<file path="config.mk">
export PLATFORM = sky130hd
export DESIGN_NAME = mppt_pwm_gen
export DESIGN_NICKNAME = d
export VERILOG_FILES = /design/src/rtl/mppt_pwm_gen.sv
export SDC_FILE = /design/constraint.sdc
export NUM_CORES = 1
export LEC_CHECK = 0
export CORE_UTILIZATION = 41
export CTS_CLUSTER_SIZE = 8
export DETAILED_ROUTE_END_ITERATION = 10
export PLACE_DENSITY = 0.68
export SLEW_MARGIN = 0
export SYNTH_ARGS = -nofsm -noshare
export SYNTH_HDL_FRONTEND = slang
export SYNTH_SLANG_ARGS = --single-unit
</file>
<file path="constraint.sdc">
create_clock -name clk -period 6.5 [get_ports clk]
set_clock_uncertainty 0.15 [all_clocks]
set_input_delay 0.65 -clock clk [delete_from_list [all_inputs] [get_ports clk]]
set_output_delay 0.65 -clock clk [all_outputs]
set_load 0.02 [all_outputs]
</file>
<file path="src/rtl/mppt_pwm_gen.sv">
// PWM generator for the MPPT buck stage: free-running period counter, shadowed
// duty register, dead-band gate FSM and a divided sample strobe for the MPPT loop.
//
//  state  | meaning
//  OFF    | disabled, both gates low
//  HI     | high-side gate on
//  LO     | low-side gate on
//  DEAD   | both gates low, dead counter running
module mppt_pwm_gen #(
   parameter logic [15:0] PERIOD     = 16'h3FFF,
   parameter logic [7:0]  DEAD_TIME  = 8'd16,
   parameter logic [7:0]  SAMPLE_DIV = 8'd4
) (
   input  logic        clk,
   input  logic        reset,
   input  logic        enable,
   input  logic [15:0] duty_in,
   input  logic        duty_valid,
   output logic        pwm_hi,
   output logic        pwm_lo,
   output logic [15:0] duty_active,
   output logic        period_start,
   output logic        sample_req
);

   typedef enum logic [1:0] {
      S_OFF  = 2'b00,
      S_HI   = 2'b01,
      S_LO   = 2'b10,
      S_DEAD = 2'b11
   } state_t;

   localparam logic [15:0] HALF = PERIOD >> 1;

   state_t      state;
   state_t      state_nxt;
   logic [7:0]  dead_cnt;
   logic [7:0]  dead_nxt;
   logic        hi_nxt;
   logic        lo_nxt;
   logic [15:0] cnt;
   logic [15:0] shadow;
   logic [7:0]  div;
   logic        run;
   logic        wrap;
   logic        load_duty;
   logic        raw;

   // run is enable delayed by one edge; its rising edge marks the first period
   assign wrap      = run && (cnt == PERIOD);
   assign load_duty = enable && (!run || wrap);
   assign raw       = (duty_active >= PERIOD) || (cnt < duty_active);

   assign period_start = enable && run && (cnt == 16'd0);
   assign sample_req   = enable && run && (div == 8'd0) && (cnt == HALF);

   always_ff @(posedge clk or negedge reset) begin
      if (!reset) begin
         run         <= 1'b0;
         cnt         <= 16'd0;
         shadow      <= 16'h2000;
         duty_active <= 16'h2000;
         div         <= 8'd0;
      end else begin
         run <= enable;

         if (!enable || wrap) begin
            cnt <= 16'd0;
         end else if (run) begin
            cnt <= cnt + 16'd1;
         end

         if (duty_valid) begin
            shadow <= (duty_in > PERIOD) ? PERIOD : duty_in;
         end

         // shadow reset value can exceed a small PERIOD, so clamp again here
         if (load_duty) begin
            duty_active <= (shadow > PERIOD) ? PERIOD : shadow;
         end

         if (!enable) begin
            div <= 8'd0;
         end else if (wrap) begin
            div <= (div >= SAMPLE_DIV - 8'd1) ? 8'd0 : div + 8'd1;
         end
      end
   end

   always_ff @(posedge clk or negedge reset) begin
      if (!reset) begin
         state    <= S_OFF;
         dead_cnt <= 8'd0;
         pwm_hi   <= 1'b0;
         pwm_lo   <= 1'b0;
      end else begin
         state    <= state_nxt;
         dead_cnt <= dead_nxt;
         pwm_hi   <= hi_nxt;
         pwm_lo   <= lo_nxt;
      end
   end

   always_comb begin
      state_nxt = state;
      dead_nxt  = dead_cnt;
      if (!enable) begin
         state_nxt = S_OFF;
         dead_nxt  = 8'd0;
      end else begin
         case (state)
            S_OFF: begin
               state_nxt = S_DEAD;
               dead_nxt  = DEAD_TIME;
            end
            S_HI: begin
               if (!raw) begin
                  state_nxt = S_DEAD;
                  dead_nxt  = DEAD_TIME;
               end
            end
            S_LO: begin
               if (raw) begin
                  state_nxt = S_DEAD;
                  dead_nxt  = DEAD_TIME;
               end
            end
            S_DEAD: begin
               // expiry picks the side from raw at that moment; raw edges inside
               // the band do not reload the counter
               if (dead_cnt <= 8'd1) begin
                  state_nxt = raw ? S_HI : S_LO;
                  dead_nxt  = 8'd0;
               end else begin
                  dead_nxt = dead_cnt - 8'd1;
               end
            end
            default: begin
               state_nxt = S_OFF;
               dead_nxt  = 8'd0;
            end
         endcase
      end
   end

   always_comb begin
      hi_nxt = (state_nxt == S_HI);
      lo_nxt = (state_nxt == S_LO);
   end

endmodule

</file>
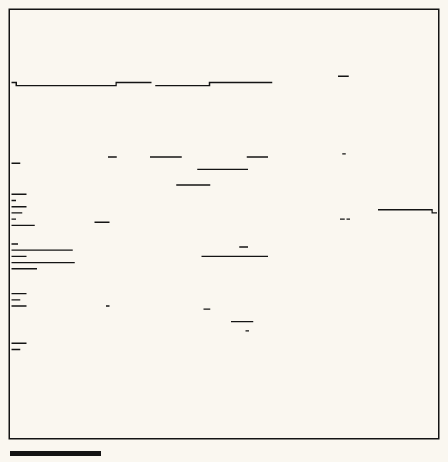
Figure 1: run 1, signal wires on met3.
Bar = 20 um.
nets with wire on the layer: 25
main direction: horizontal
wire length on this layer: 194 um
longest straight run: 21.8 um

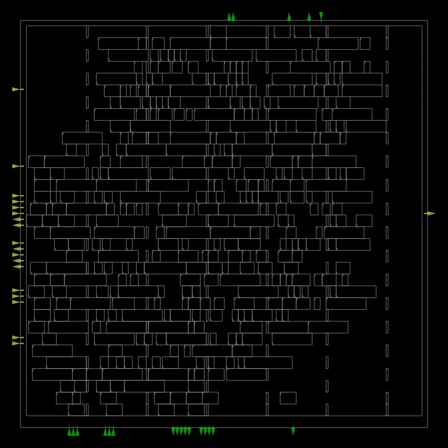
Figure 2: run 1, placed standard cells.
# Taps: 105
Core Util, Final: 50.8%
Flops: 69
flop share of the area: 41.6%
Final Non-Filler Cells: 491

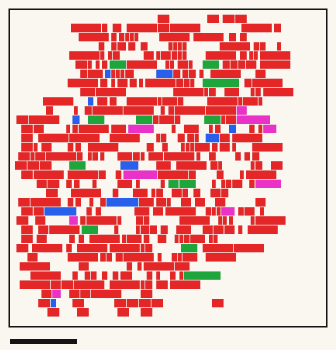
Figure 3: run 1, sizing map.
Bar = 20 um.
[green] _6 and larger | cells: 12 | share: 3.1% | most used: clkbuf_8
[red] _0 and _1 cells | cells: 355 | share: 92% | most used: dfrtp_1
[magenta] _3 and _4 cells | cells: 9 | share: 2.3%
[blue] _2 cells | cells: 10 | share: 2.6%
Design Area, Final: 4160 um^2
Final WS setup: 2.46 ns
non-clock buffer count in the final layout: 40

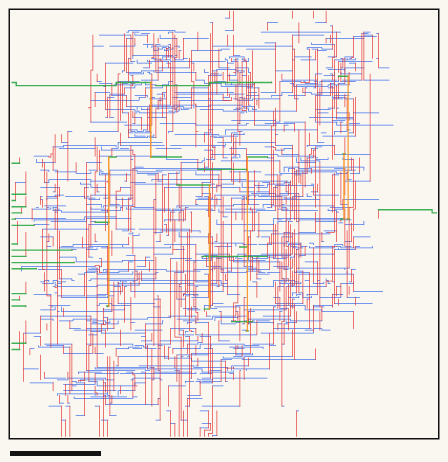
Figure 4: run 1, routed metal, one colour a layer.
Bar = 20 um.
[red] metal 2 | wire length: 3150 um
[blue] metal 1 | wire length: 3510 um
[green] metal 3 | wire length: 194 um
[orange] metal 4 | wire length: 160 um
gr usage total: 17.8%
DR WL/cell: 14.3 um
vias post-DR: 2571
routed wire length: 7020 um

==> results.toml, run 1 <==
# flow metrics
[synthesis]
syn_inst = 339
ff_type = "dfrtp_1"
ys_chip_area_um2 = 3450
ys_seq_share_pct = 50.1
top_cell_area_share_pct = 48.6

[setup_path]
cp_data_arrival_time_ns = 3.24
cp_num_buf_inv = 3
worst-setup-path-type = "in2out"
worstPathCellList = "clkdlybuf4s50_1, inv_1, nor3_1, nand4_1, nor4b_1, clkdlybuf4s50_1"

[power]
seqPwrFrac_pct = 46.9
switchingPower_w = 0.000272
vdd_drop_max_mv = 0.131

[grt]
overflow = 0
grt_max_degree = 70

[status]
outcome = "finished clean"

[flow_run]
tool_warnings = 29

[drt]
drtPass1Iterations = 4
ant_nets = 0
route.detailed.drc = 0

[clock_network]
cts_sinks = 69
cts_buffers = 9
cts_root_buffer = "clkbuf_8"
postCtsSetupBuffers = 0
insertion_delay_ns = 0.34

[timing]
max_freq_mhz = 248
hold_viol_final = 0
slew_violations = 0
tns_ns = 0

[final_layout]
mostFrequentLayoutCells = "67 x dfrtp_1, 38 x clkdlybuf4s50_1, 32 x nor2_1"
drive_gt1_share_pct = 8.03

[placement]
place_congestion = 0.770
dp_hpwl_um = 5090
post_dp_cell_area_um2 = 3940
run 1: area by class of cell:
cell class	instances	area, um^2	share of cell area [%]
clock buffers	10	128	3.07
clock inverters	6	86.3	2.08
inverters	31	116	2.80
multi-input cells	230	1570	37.8
flip-flops and latches	69	1730	41.6
well taps	105	131	3.16
repair buffers	40	393	9.45
run 1: metal layers:
layer	track usage, %	wire, um
met1	24.3	3510
met5	0	0
met3	4.29	194
met2	26.8	3150
met4	7.44	159
run 1: Yosys cell counts (7+ instances only):
| cell | n |
|---|---|
| xnor2_1 | 8 |
| nor2_1 | 32 |
| a21oi_1 | 28 |
| dfrtp_1 | 67 |
| nand2_1 | 21 |
| clkbuf_1 | 8 |
| nor3_1 | 17 |
| inv_1 | 31 |
| xor2_1 | 8 |
| nand4_1 | 9 |
| o22a_1 | 14 |
| ha_1 | 21 |
| nand3_1 | 7 |
run 1: through the flow:
stage               instances  power [W]  setup WS [ns]
finish                    491    0.00102           2.46
global route              491    0.00107           2.23
CTS                       491    0.00103           2.38
detailed placement        475   0.000648           2.39
global placement          475   0.000644           2.43
floorplan                 339   0.000585           3.86
run 1: logic make-up (layout without fill, tap and decap cells):
| kind of cell | count (synthesis) | in the layout | synth area share [%] |
|---|---|---|---|
| xor+xnor | 16 | 16 | 4.06 |
| buf+inv | 40 | 87 | 4.35 |
| compound gates | 68 | 68 | 14.3 |
| mux | 3 | 3 | 1.02 |
| flops | 69 | 69 | 50.1 |
| simple gates | 122 | 122 | 18.6 |
| fa+ha+maj | 21 | 21 | 7.61 |
run 1: flip-flops by register name, summed over array words and instances, names as in the netlist:
register and flops:
cnt 16, duty_active 16, shadow 16, dead_cnt 8
div 8, state 2, pwm_hi 1, pwm_lo 1
run 1
run 1: worst paths after layout:
kind	slack, ns	from	end	cells after the start
hold reg to reg	0.34	shadow[14]$_DFFE_PN0P_	shadow[14]$_DFFE_PN0P_	1
setup reg to reg	3.61	duty_active[13]$_DFFE_PN1P_	dead_cnt[1]$_DFFE_PN0P_	8
setup / recovery	2.46	enable	period_start	6
min in group clk	0.34	shadow[14]$_DFFE_PN0P_	shadow[14]$_DFFE_PN0P_	1
hold / removal	0.34	reset	shadow[8]$_DFFE_PN0P_	2
max in group asynchronous	5.25	reset	cnt[11]$_DFFE_PN0P_	2
run 1: power groups by stage:
stage / logic [W] / registers [W] / clock network [W]
floorplan: 0.0000940 / 0.000491 / 0
global placement: 0.000160 / 0.000485 / 0
detailed placement: 0.000163 / 0.000485 / 0
CTS: 0.000163 / 0.000477 / 0.000387
global route: 0.000182 / 0.000480 / 0.000406
finish: 0.000162 / 0.000477 / 0.000379
--- run 2 (diff from run 1) ---
--- a/config.mk
+++ b/config.mk
@@ -8,7 +8,7 @@
 export CORE_UTILIZATION = 41
 export CTS_CLUSTER_SIZE = 8
 export DETAILED_ROUTE_END_ITERATION = 10
-export PLACE_DENSITY = 0.68
+export PLACE_DENSITY = 0.71
 export SLEW_MARGIN = 0
 export SYNTH_ARGS = -nofsm -noshare
 export SYNTH_HDL_FRONTEND = slang
==> constraint.sdc (replaced) <==
create_clock -name clk -period 3.5 [get_ports clk]
set_clock_uncertainty 0.15 [all_clocks]
set_input_delay 0.35 -clock clk [delete_from_list [all_inputs] [get_ports clk]]
set_output_delay 0.35 -clock clk [all_outputs]
set_load 0.02 [all_outputs]
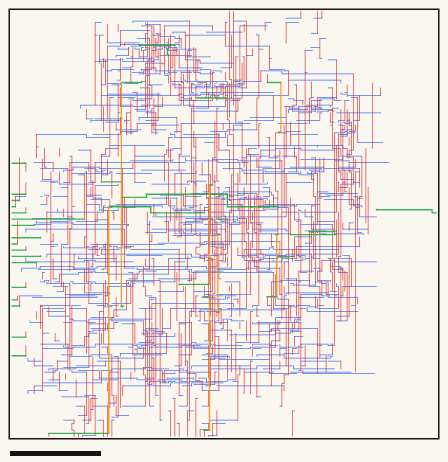
Figure 5: run 2, routed metal, one colour a layer.
Bar = 20 um.
[green] metal 3 | wire length: 215 um
[red] metal 2 | wire length: 3540 um
[orange] metal 4 | wire length: 191 um
[blue] metal 1 | wire length: 3400 um
vias post-DR: 2671
DR WL/cell: 14.8 um
gr usage total: 18.5%
routed wire length: 7340 um

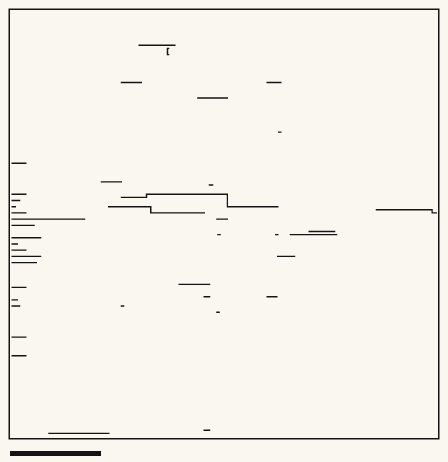
Figure 6: run 2, signal wires on met3.
Bar = 20 um.
wire length on this layer: 215 um
share of all routed wire: 2.9%
nets with wire on the layer: 30

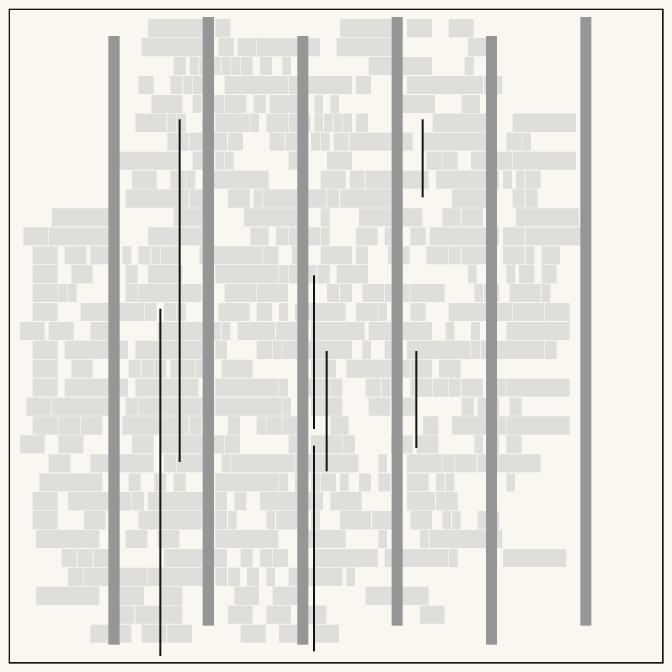
Figure 7: run 2, M4 wires.
Supply wires on this layer in grey. Cells faint in the background.
wire length on this layer: 191 um
share of all routed wire: 2.6%
main direction: vertical
longest straight run: 49.6 um
nets with wire on the layer: 5

==> run 2 against run 1 <==
  * Core utilization rose by 0.75 points
  * Worst hold slack improved by 0.0066 ns
  * Combinational power rose by 91%
  * Critical path depth fell by 1
  * Sequential cell count did not move
  * Cell count rose by 1.2%
  * Global-route usage rose by 0.73 points
  * Register-to-register slack got worse by 2.9 ns
==> results.toml, run 2 <==
# flow metrics
[final_layout]
reg_top3 = "cnt: 16 flops, duty_active: 16 flops, shadow: 16 flops"

[synthesis]
top_cell_area_share_pct = 48.6
syn_inst = 339
ff_type = "dfrtp_1"

[timing]
tns_ns = 0

[grt]
grt_max_degree = 39
overflow = 0

[min_path]
hold_start = "shadow[14]$_DFFE_PN0P_"
holdPathStages = 1

[setup_path]
critical_path_depth = 5
crit_start = "cnt[15]$_DFFE_PN0P_"
r2r_cells = 8
worstPathCellList = "or2_2, nor3_1, nand4_1, nor4b_1, clkdlybuf4s50_1"
cp_num_buf_inv = 1
cp_data_arrival_time_ns = 2.59

[status]
outcome = "finished clean"

[drt]
drtPass1Iterations = 4
route.detailed.drc = 0

[clock_network]
cts_root_buffer = "clkbuf_8"
cts_sinks = 69
cts_buffers = 9
insertion_delay_ns = 0.35

[power]
vdd_drop_max_mv = 0.198
switchingPower_w = 0.000546

[placement]
place_congestion = 0.933
dp_hpwl_um = 5380
-- run 2: cell counts after synthesis --
Identical to the previous run, type by type.
-- run 2: layout make-up --
type / count / share of cell area (%)
clock buffers: 9 / 2.94
clock inverters: 7 / 2.46
inverters: 31 / 2.76
multi-input cells: 230 / 37.3
flip-flops and latches: 69 / 41.0
well taps: 105 / 3.12
repair buffers: 46 / 10.4
-- run 2: cell families (layout without fill, tap and decap cells) --
family | Yosys count | count (layout) | share of synthesized area (%)
and+or+nand+nor | 122 | 122 | 18.6
AOI/OAI and AO/OA | 68 | 68 | 14.3
buffers and inverters | 40 | 93 | 4.35
muxes | 3 | 3 | 1.02
adders and majority gates | 21 | 21 | 7.61
DFF | 69 | 69 | 50.1
xor gates and xnor gates | 16 | 16 | 4.06
-- run 2: through the flow --
step           instance area, um^2  total power [W]  utilization, %
3_5_place_dp                  3980          0.00121            48.7
6_report                      4220          0.00195            51.6
2_1_floorplan                 3450          0.00109               -
3_3_place_gp                  3980          0.00120            48.7
5_1_grt                       4220          0.00204            51.6
4_1_cts                       4220          0.00196            51.6
-- run 2: power groups by stage --
stage | Sequential, W | Clock [W] | Combinational [W]
3_5_place_dp | 0.000902 | 0 | 0.000311
2_1_floorplan | 0.000911 | 0 | 0.000175
6_report | 0.000888 | 0.000748 | 0.000310
4_1_cts | 0.000887 | 0.000763 | 0.000313
5_1_grt | 0.000894 | 0.000799 | 0.000344
3_3_place_gp | 0.000900 | 0 | 0.000301
-- run 2: final timing paths --
path | slack, ns | to
worst max-delay path | 0.41 | period_start
worst min-delay path | 0.35 | shadow[14]$_DFFE_PN0P_
worst max register to register | 0.66 | dead_cnt[1]$_DFFE_PN0P_
worst min register to register | 0.35 | shadow[14]$_DFFE_PN0P_
max in group asynchronous | 1.97 | dead_cnt[3]$_DFFE_PN0P_
min in group asynchronous | 0.49 | shadow[15]$_DFFE_PN0P_
-- run 2: per-layer routing --
metal  track usage, %  wire length, um  share of wire, %
met1             23.7             3400                46
met2             29.6             3540                48
met3             3.56              214               2.9
met4             9.62              191               2.6
met5                0                0                 0
-- run 2: timing repair --
action / CTS / global route
endpoints found under the hold margin: 34 / 0
hold buffers: 1 / 0
setup buffers: 0 / 0
--- run 3 (diff from run 2) ---
--- a/config.mk
+++ b/config.mk
@@ -8,6 +8,7 @@
 export CORE_UTILIZATION = 41
 export CTS_CLUSTER_SIZE = 8
 export DETAILED_ROUTE_END_ITERATION = 10
+export HOLD_SLACK_MARGIN = 0.06
 export PLACE_DENSITY = 0.71
 export SLEW_MARGIN = 0
 export SYNTH_ARGS = -nofsm -noshare
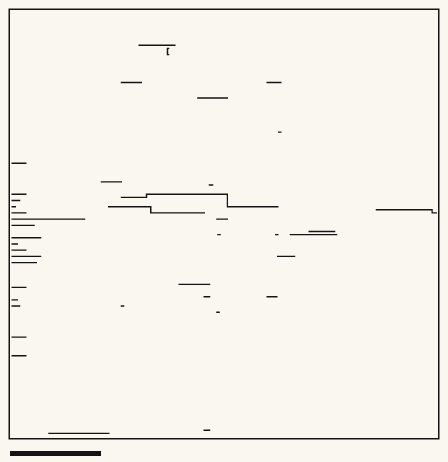
Figure 8: run 3, signal wires on met3.
Bar = 20 um.
longest straight run: 17.7 um
share of all routed wire: 2.9%
main direction: horizontal
nets with wire on the layer: 30
wire length on this layer: 215 um
routing usage on met3: 3.56%

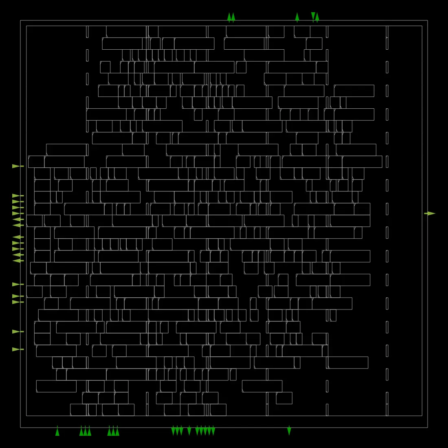
Figure 9: run 3, placed standard cells.
Final Non-Filler Cells: 497
row count: 33
Core Util, Final: 51.6%

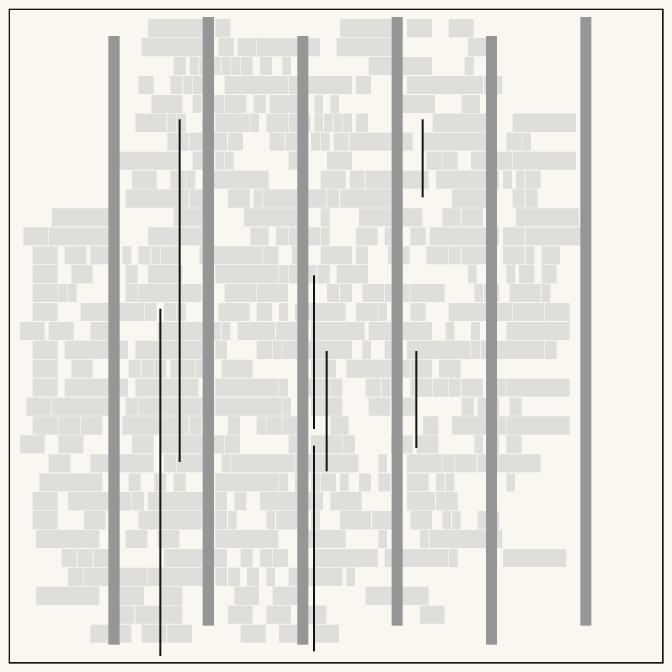
Figure 10: run 3, M4 wires.
Supply wires on this layer in grey. Cells faint in the background.

==> run 3 against run 2 <==
  * Design area unchanged
  * Combinational power about the same
  * Global-route usage did not move
  * Non-clock buffer count unchanged
  * Register-to-register slack barely moved
  * Synthesized cell count stayed put
==> results.toml, run 3 <==
# flow metrics
[timing]
tightest_slew_ns = 0.820
rsz0062_at_grt = "no"
hold_viol_final = 0
min_period_ns = 3.09
tns_ns = 0

[placement]
place_congestion = 0.933
port_buffers = 39
dp_hpwl_um = 5380
post_dp_cell_area_um2 = 3980

[clock_network]
cts_root_buffer = "clkbuf_8"
cts_buffers = 9
cts_tree = "built"
insertion_delay_ns = 0.35
postCtsSetupBuffers = 0
cts_sinks = 69

[synthesis]
yosys_cells = 339
ff_type = "dfrtp_1"
top_cell_area_share_pct = 48.6
ys_seq_share_pct = 50.1
synth_flop_count = 69
common_cells = "67 x dfrtp_1, 32 x nor2_1, 31 x inv_1"
syn_inst = 339
edf_count = 0
async_flop_share_pct = 100

[drt]
routed_wl_um = 7340
drtPass1Iterations = 4
route.detailed.drc = 0
wire_per_inst_um = 14.8
vias = 2671

[setup_path]
r2r_cells = 8
cp_max_fo = 4
worst-setup-path-type = "reg2out"
cp_data_arrival_time_ns = 2.59

[final_layout]
layout_top_cell = "dfrtp_1"
postLayoutCellArea_um2 = 4220
reg_top3 = "cnt: 16 flops, duty_active: 16 flops, shadow: 16 flops"

[status]
outcome = "finished clean"

[grt]
grt_pass1_wl_um = 12400
grt_usage_pct = 18.5
grtUsageMet1_pct = 23.7
busiest_layer = "met2"
grt_use_met2_pct = 29.6
antenna_found_initial = 0
overflow = 0
grt_max_degree = 39

[power]
vdd_drop_max_mv = 0.198

[flow_run]
tool_warnings = 29

[min_path]
holdPathStages = 1

[floorplan]
fp_util_pct = 42.2
==> run 3: cell counts after synthesis <==
No cell type changed its count.
==> run 3: final timing paths <==
check	startpoint	end	slack, ns
min in group asynchronous	reset	shadow[15]$_DFFE_PN0P_	0.49
setup reg to reg	duty_active[13]$_DFFE_PN1P_	dead_cnt[1]$_DFFE_PN0P_	0.66
hold reg to reg	shadow[14]$_DFFE_PN0P_	shadow[14]$_DFFE_PN0P_	0.35
max in group asynchronous	reset	dead_cnt[3]$_DFFE_PN0P_	1.97
setup / recovery	cnt[15]$_DFFE_PN0P_	period_start	0.41
hold / removal	shadow[14]$_DFFE_PN0P_	shadow[14]$_DFFE_PN0P_	0.35
==> run 3: repair_timing <==
action	in CTS	in global routing
gates resized	0	0
hold endpoints to repair	34	0
hold buffers	1	0
==> run 3: cell families after synthesis <==
group	Yosys count	share of synthesized area (%)
AND-OR/OR-AND	68	14.3
XOR/XNOR	16	4.06
adder cells (fa/ha/maj)	21	7.61
buffers and inverters	40	4.35
flip-flops	69	50.1
multiplexers	3	1.02
AND/OR/NAND/NOR	122	18.6
==> run 3: worst max-delay path, stage by stage, from the launching register on <==
cell	delay, ns
dfrtp_1	0.42
or2_2	0.35
nor3_1	0.28
nand4_1	0.12
nor4b_1	0.39
clkdlybuf4s50_1	0.68
==> run 3: power breakdown <==
part / switching, W / total (W) / internal (W)
registers: 0.0000442 / 0.000888 / 0.000844
logic: 0.000166 / 0.000310 / 0.000144
clock network: 0.000336 / 0.000748 / 0.000412
==> run 3: area by class of cell <==
type | count | share of cell area (%)
Multi-Input combinational cell | 230 | 37.3
Timing Repair Buffer | 46 | 10.4
Tap cell | 105 | 3.12
Clock buffer | 9 | 2.94
Inverter | 31 | 2.76
Sequential cell | 69 | 41.0
Clock inverter | 7 | 2.46
==> run 3: through the flow <==
stage               power [W]  cells
floorplan             0.00109    339
global placement      0.00120    480
detailed placement    0.00121    480
CTS                   0.00196    497
global route          0.00204    497
finish                0.00195    497
==> run 3: metal layers <==
metal	vias up	wire length, um
met5	-	0
met4	0	191
met3	16	214
met2	52	3540
met1	1310	3400
li1	1293	-
No activity file was given, so power comes from the tool's default toggle rates.
